## config.mk

```make
export PLATFORM = sky130hd
export DESIGN_NAME = hazard_ctrl_unit
export DESIGN_NICKNAME = d
export VERILOG_FILES = /design/src/rtl/hazard_pkg.sv /design/src/rtl/hazard_ctrl_unit_sat_counter.sv /design/src/rtl/hazard_ctrl_unit.sv
export SDC_FILE = /design/constraint.sdc
export NUM_CORES = 1
export LEC_CHECK = 0
export CELL_PAD_IN_SITES_DETAIL_PLACEMENT = 1
export CELL_PAD_IN_SITES_GLOBAL_PLACEMENT = 2
export CORE_MARGIN = 2
export CORE_UTILIZATION = 11
export DETAILED_ROUTE_END_ITERATION = 12
export GPL_TIMING_DRIVEN = 0
export PLACE_DENSITY = 0.9
export SLEW_MARGIN = 40
export SYNTH_ARGS = -nofsm -noshare
export SYNTH_HDL_FRONTEND = slang
export SYNTH_HIERARCHICAL = 1
export SYNTH_SLANG_ARGS = --single-unit
```

## constraint.sdc

```tcl
create_clock -name clk_i -period 3.7 [get_ports clk_i]
set_clock_uncertainty 0.1 [all_clocks]
set_input_delay 0.555 -clock clk_i [delete_from_list [all_inputs] [get_ports clk_i]]
set_output_delay 0.555 -clock clk_i [all_outputs]
set_load 0.02 [all_outputs]
```

## src/rtl/hazard_pkg.sv

```systemverilog
// Shared types and constants for the pipeline hazard controller.
package hazard_pkg;

    typedef enum logic [1:0] {
        RUN   = 2'd0,
        STALL = 2'd1,
        FLUSH = 2'd2
    } state_e;

    localparam logic [31:0] BUBBLE_INSTR = 32'd0;
    localparam int          REG_ZERO     = 0;

endpackage

```

## src/rtl/hazard_ctrl_unit_sat_counter.sv

```systemverilog
// Saturating event counter used for hazard statistics (HAZARD_STATS_EN builds).
module sat_counter
    import hazard_pkg::*;
#(
    parameter int W = 16
) (
    input  logic         clk_i,
    input  logic         rst_i,
    input  logic         inc_i,
    output logic [W-1:0] cnt_o
);

    logic [W-1:0] r_cnt;

    always_ff @(posedge clk_i or negedge rst_i) begin
        if (!rst_i) begin
            r_cnt <= '0;
        end else if (inc_i && (r_cnt != '1)) begin
            r_cnt <= r_cnt + 1'b1;
        end
    end

    assign cnt_o = r_cnt;

endmodule

```

## src/rtl/hazard_ctrl_unit.sv

```systemverilog
// Load-use stall / taken-branch flush controller between IF/ID and ID/EX.
// Optional statistics counters are built when HAZARD_STATS_EN is defined.
module hazard_ctrl_unit
    import hazard_pkg::*;
#(
    parameter int REG_AW    = 5,
    parameter int LOAD_LAT  = 1,
    parameter int FLUSH_CYC = 1,
    parameter int CNT_W     = 16
) (
    input  logic              clk_i,
    input  logic              rst_i,
    input  logic              idex_mem_read_i,
    input  logic [REG_AW-1:0] idex_rt_i,
    input  logic [REG_AW-1:0] ifid_rs_i,
    input  logic [REG_AW-1:0] ifid_rt_i,
    input  logic              ifid_uses_rt_i,
    input  logic              branch_taken_i,
    input  logic [31:0]       instr_i,
    output logic [31:0]       instr_o,
    output logic              pc_write_o,
    output logic              ifid_write_o,
    output logic              idex_bubble_o,
    output logic              ifid_flush_o,
    output logic              busy_o
`ifdef HAZARD_STATS_EN
    ,
    output logic [CNT_W-1:0]  stall_cnt_o,
    output logic [CNT_W-1:0]  flush_cnt_o
`endif
);

    localparam int MAX_CYC = (LOAD_LAT > FLUSH_CYC) ? LOAD_LAT : FLUSH_CYC;
    localparam int REM_W   = $clog2(MAX_CYC) + 1;

    localparam logic [REM_W-1:0] LOAD_REM  = REM_W'(LOAD_LAT - 1);
    localparam logic [REM_W-1:0] FLUSH_REM = REM_W'(FLUSH_CYC - 1);

    state_e           r_state;
    state_e           w_state_nxt;
    logic [REM_W-1:0] r_rem;
    logic [REM_W-1:0] w_rem_nxt;
    logic             w_hit;
    logic             w_stall;
    logic             w_flush;

    assign w_hit = idex_mem_read_i && (idex_rt_i != REG_AW'(REG_ZERO)) &&
                   ((idex_rt_i == ifid_rs_i) ||
                    (ifid_uses_rt_i && (idex_rt_i == ifid_rt_i)));

    always_ff @(posedge clk_i or negedge rst_i) begin
        if (!rst_i) begin
            r_state <= RUN;
            r_rem   <= '0;
        end else begin
            r_state <= w_state_nxt;
            r_rem   <= w_rem_nxt;
        end
    end

    // A taken branch overrides everything, including a stall already in progress.
    always_comb begin
        w_state_nxt = r_state;
        w_rem_nxt   = r_rem;
        w_stall     = 1'b0;
        w_flush     = 1'b0;
        if (branch_taken_i) begin
            w_flush = 1'b1;
            if (FLUSH_CYC > 1) begin
                w_state_nxt = FLUSH;
                w_rem_nxt   = FLUSH_REM;
            end else begin
                w_state_nxt = RUN;
                w_rem_nxt   = '0;
            end
        end else begin
            case (r_state)
                RUN: begin
                    if (w_hit) begin
                        w_stall = 1'b1;
                        if (LOAD_LAT > 1) begin
                            w_state_nxt = STALL;
                            w_rem_nxt   = LOAD_REM;
                        end
                    end
                end
                STALL: begin
                    w_stall   = 1'b1;
                    w_rem_nxt = r_rem - 1'b1;
                    if (r_rem == REM_W'(1)) w_state_nxt = RUN;
                end
                FLUSH: begin
                    w_flush   = 1'b1;
                    w_rem_nxt = r_rem - 1'b1;
                    if (r_rem == REM_W'(1)) w_state_nxt = RUN;
                end
                default: begin
                    w_state_nxt = RUN;
                    w_rem_nxt   = '0;
                end
            endcase
        end
    end

    always_comb begin
        instr_o       = instr_i;
        pc_write_o    = 1'b1;
        ifid_write_o  = 1'b1;
        idex_bubble_o = 1'b0;
        ifid_flush_o  = 1'b0;
        busy_o        = (r_state != RUN);
        if (!rst_i) begin
            instr_o       = BUBBLE_INSTR;
            pc_write_o    = 1'b0;
            ifid_write_o  = 1'b0;
            idex_bubble_o = 1'b1;
            busy_o        = 1'b0;
        end else if (w_flush) begin
            instr_o       = BUBBLE_INSTR;
            idex_bubble_o = 1'b1;
            ifid_flush_o  = 1'b1;
        end else if (w_stall) begin
            instr_o       = BUBBLE_INSTR;
            pc_write_o    = 1'b0;
            ifid_write_o  = 1'b0;
            idex_bubble_o = 1'b1;
        end
    end

`ifdef HAZARD_STATS_EN
    // w_stall is never set alongside w_flush, so a hit+branch cycle counts as flush only.
    sat_counter #(.W(CNT_W)) u_stall_cnt (
        .clk_i (clk_i),
        .rst_i (rst_i),
        .inc_i (w_stall),
        .cnt_o (stall_cnt_o)
    );

    sat_counter #(.W(CNT_W)) u_flush_cnt (
        .clk_i (clk_i),
        .rst_i (rst_i),
        .inc_i (w_flush),
        .cnt_o (flush_cnt_o)
    );
`endif

endmodule

```

==> results.py <==
# Metrics from the implementation run
metrics = {
    "setup_path": {
        "critPathRequiredTime_ns": 3.04,
        "cp-end-kind": "primary output",
        "cp_max_fo": 10,
        "cp_slowest_cell": "clkdlybuf4s50_1",
        "crit_path_frequent_cell": "clkdlybuf4s50_1",
        "crit_arrival_ns": 2.83,
        "critPathMaxStageDelay_ns": 0.56,
    },
    "global_routing": {
        "grt_max_degree": 11,
        "grt_pass1_vias": 1014,
        "grt-ovfl-total": 0,
    },
    "final_layout": {
        "clkbuf_count": 0,
        "drive_gt1_share_pct": 20.9,
        "area_delta_synth_final_pct": 149,
        "final_nets": 241,
        "sequential_cell_total": 0,
        "post-route-util_pct": 28.7,
        "antenna_cells": 0,
    },
    "place": {
        "place_ws_ns": 0.171,
        "place.gp.congestion": 0.611,
        "dp_hpwl_mm": 2.46,
        "dp_cells": 259,
    },
    "pwr": {
        "power_frac_clock_pct": 0,
        "p_leak_uw": 0.000546,
        "comb_power_share_pct": 100.0,
        "power.internal_uw": 101,
        "p_sw_uw": 81.2,
    },
    "floorplan": {
        "initial_utilization_pct": 11.5,
        "die_x_um": 80.7,
        "dieArea_um2": 6510,
        "coreArea_um2": 5610,
    },
    "synthesis": {
        "syn_inst": 100,
        "yosysChipArea_um2": 647,
        "synth_area_per_cell_um2": 6.47,
        "synth_seq_share_pct": 0,
    },
    "route": {
        "detail_route.first_pass.iterations": 3,
        "routed_wl_mm": 3.00,
        "via_per_inst": 3.83,
        "drcViolationCount": 0,
        "ant_nets": 0,
        "met3_length_um": 438,
        "vias": 991,
    },
    "clock_tree": {
        "post_cts_buffers": 0,
        "cts_hold_buf": 0,
        "post_cts_resized": 0,
    },
    "worst_hold_path": {
        "hp-class": "in2out",
    },
    "sta": {
        "post-route-period-util_pct": 94.2,
        "tns_ns": 0,
        "hold_viol_final": 0,
        "fin_crit_ns": 3.49,
    },
    "run_status": {
        "status": "finished clean",
    },
}
[worst max-delay path: cells and delay by family]
kind / cells / cell delay [ns]
AOI/OAI and AO/OA: 2 / 0.49
xor gates and xnor gates: 1 / 0.14
buffers and inverters: 3 / 1.51
and+or+nand+nor: 1 / 0.13
[placed cells by master (no fill, tap or decap), types with 2 or more instances in the layout]
master	instances
a21oi_2	30
buf_2	3
buf_4	2
buf_6	3
clkbuf_1	3
clkdlybuf4s50_1	87
inv_1	3
nand2_1	33
nor2_1	2
xnor2_1	10
[layer usage]
metal,vias to the layer above,GRT usage [%]
met1,427,10.0
met5,-,0
met3,0,2.81
met4,0,0
li1,505,-
met2,59,15.8
[layout make-up]
type	instances	area share (%)
plain buffers	11	4.67
inverters	3	0.700
multi-input cells	86	34.9
repair buffers	87	54.2
well taps	72	5.60
[final timing paths]
path | from | end | cells after the start
setup / recovery | idex_rt_i[2] | instr_o[23] | 7
hold / removal | instr_i[11] | instr_o[11] | 4
[logic make-up (layout without fill, tap and decap cells)]
group | after synthesis | count (layout) | share of synthesized area [%]
and+or+nand+nor | 38 | 38 | 23.2
buffers and inverters | 14 | 101 | 13.3
AOI/OAI and AO/OA | 37 | 37 | 49.3
xor gates and xnor gates | 10 | 10 | 13.5
other | 1 | 1 | 0.580
[power groups by stage]
stage | combinational [uW] | sequential, uW | clock, uW
3_5_place_dp | 184 | 0 | 0
5_1_grt | 196 | 0 | 0
4_1_cts | 185 | 0 | 0
2_1_floorplan | 82.8 | 0 | 0
3_3_place_gp | 182 | 0 | 0
6_report | 182 | 0 | 0
[metrics by stage]
stage | instance area [um^2] | total power [uW]
final | 1610 | 182
after global routing | 1610 | 196
after CTS | 1610 | 185
after detailed placement | 1610 | 184
after floorplan | 647 | 82.8
after global placement | 1610 | 182
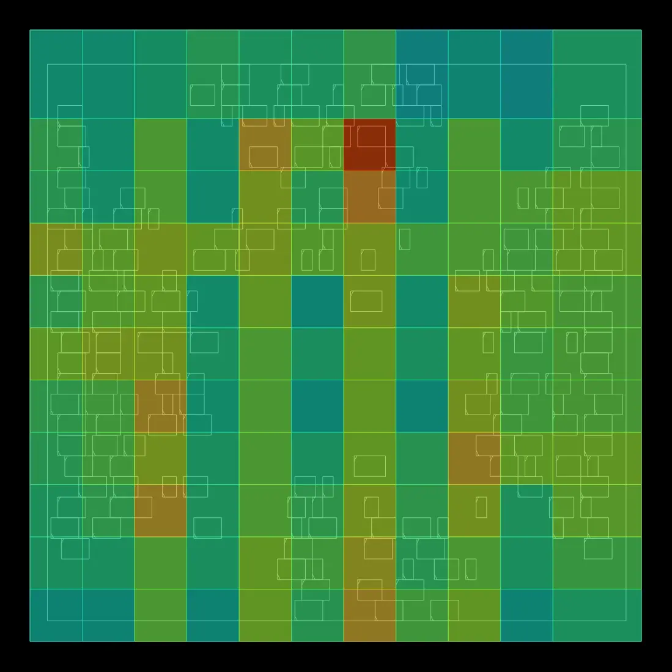
(routing congestion)
GR Util met2: 15.8%
Top Usage Layer GRT: met2
met3 Use GR: 2.81%

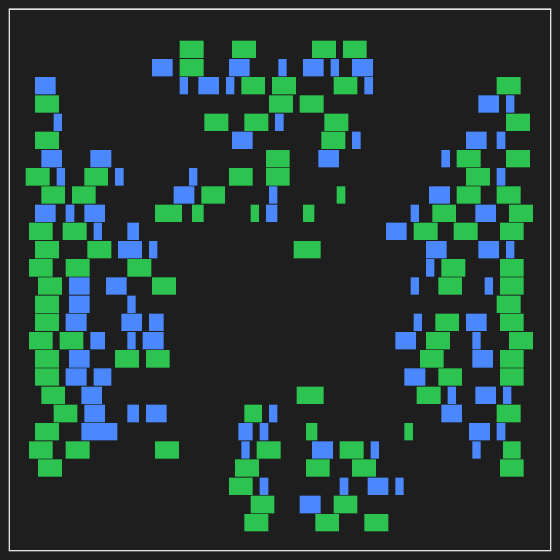
(cells colored by class)
combinational and other logic: marked blue, cells 89, share of their area 38%. other buffers and delay cells: marked green, cells 98, share of their area 62%.

Power is estimated from default activity; no workload was simulated.
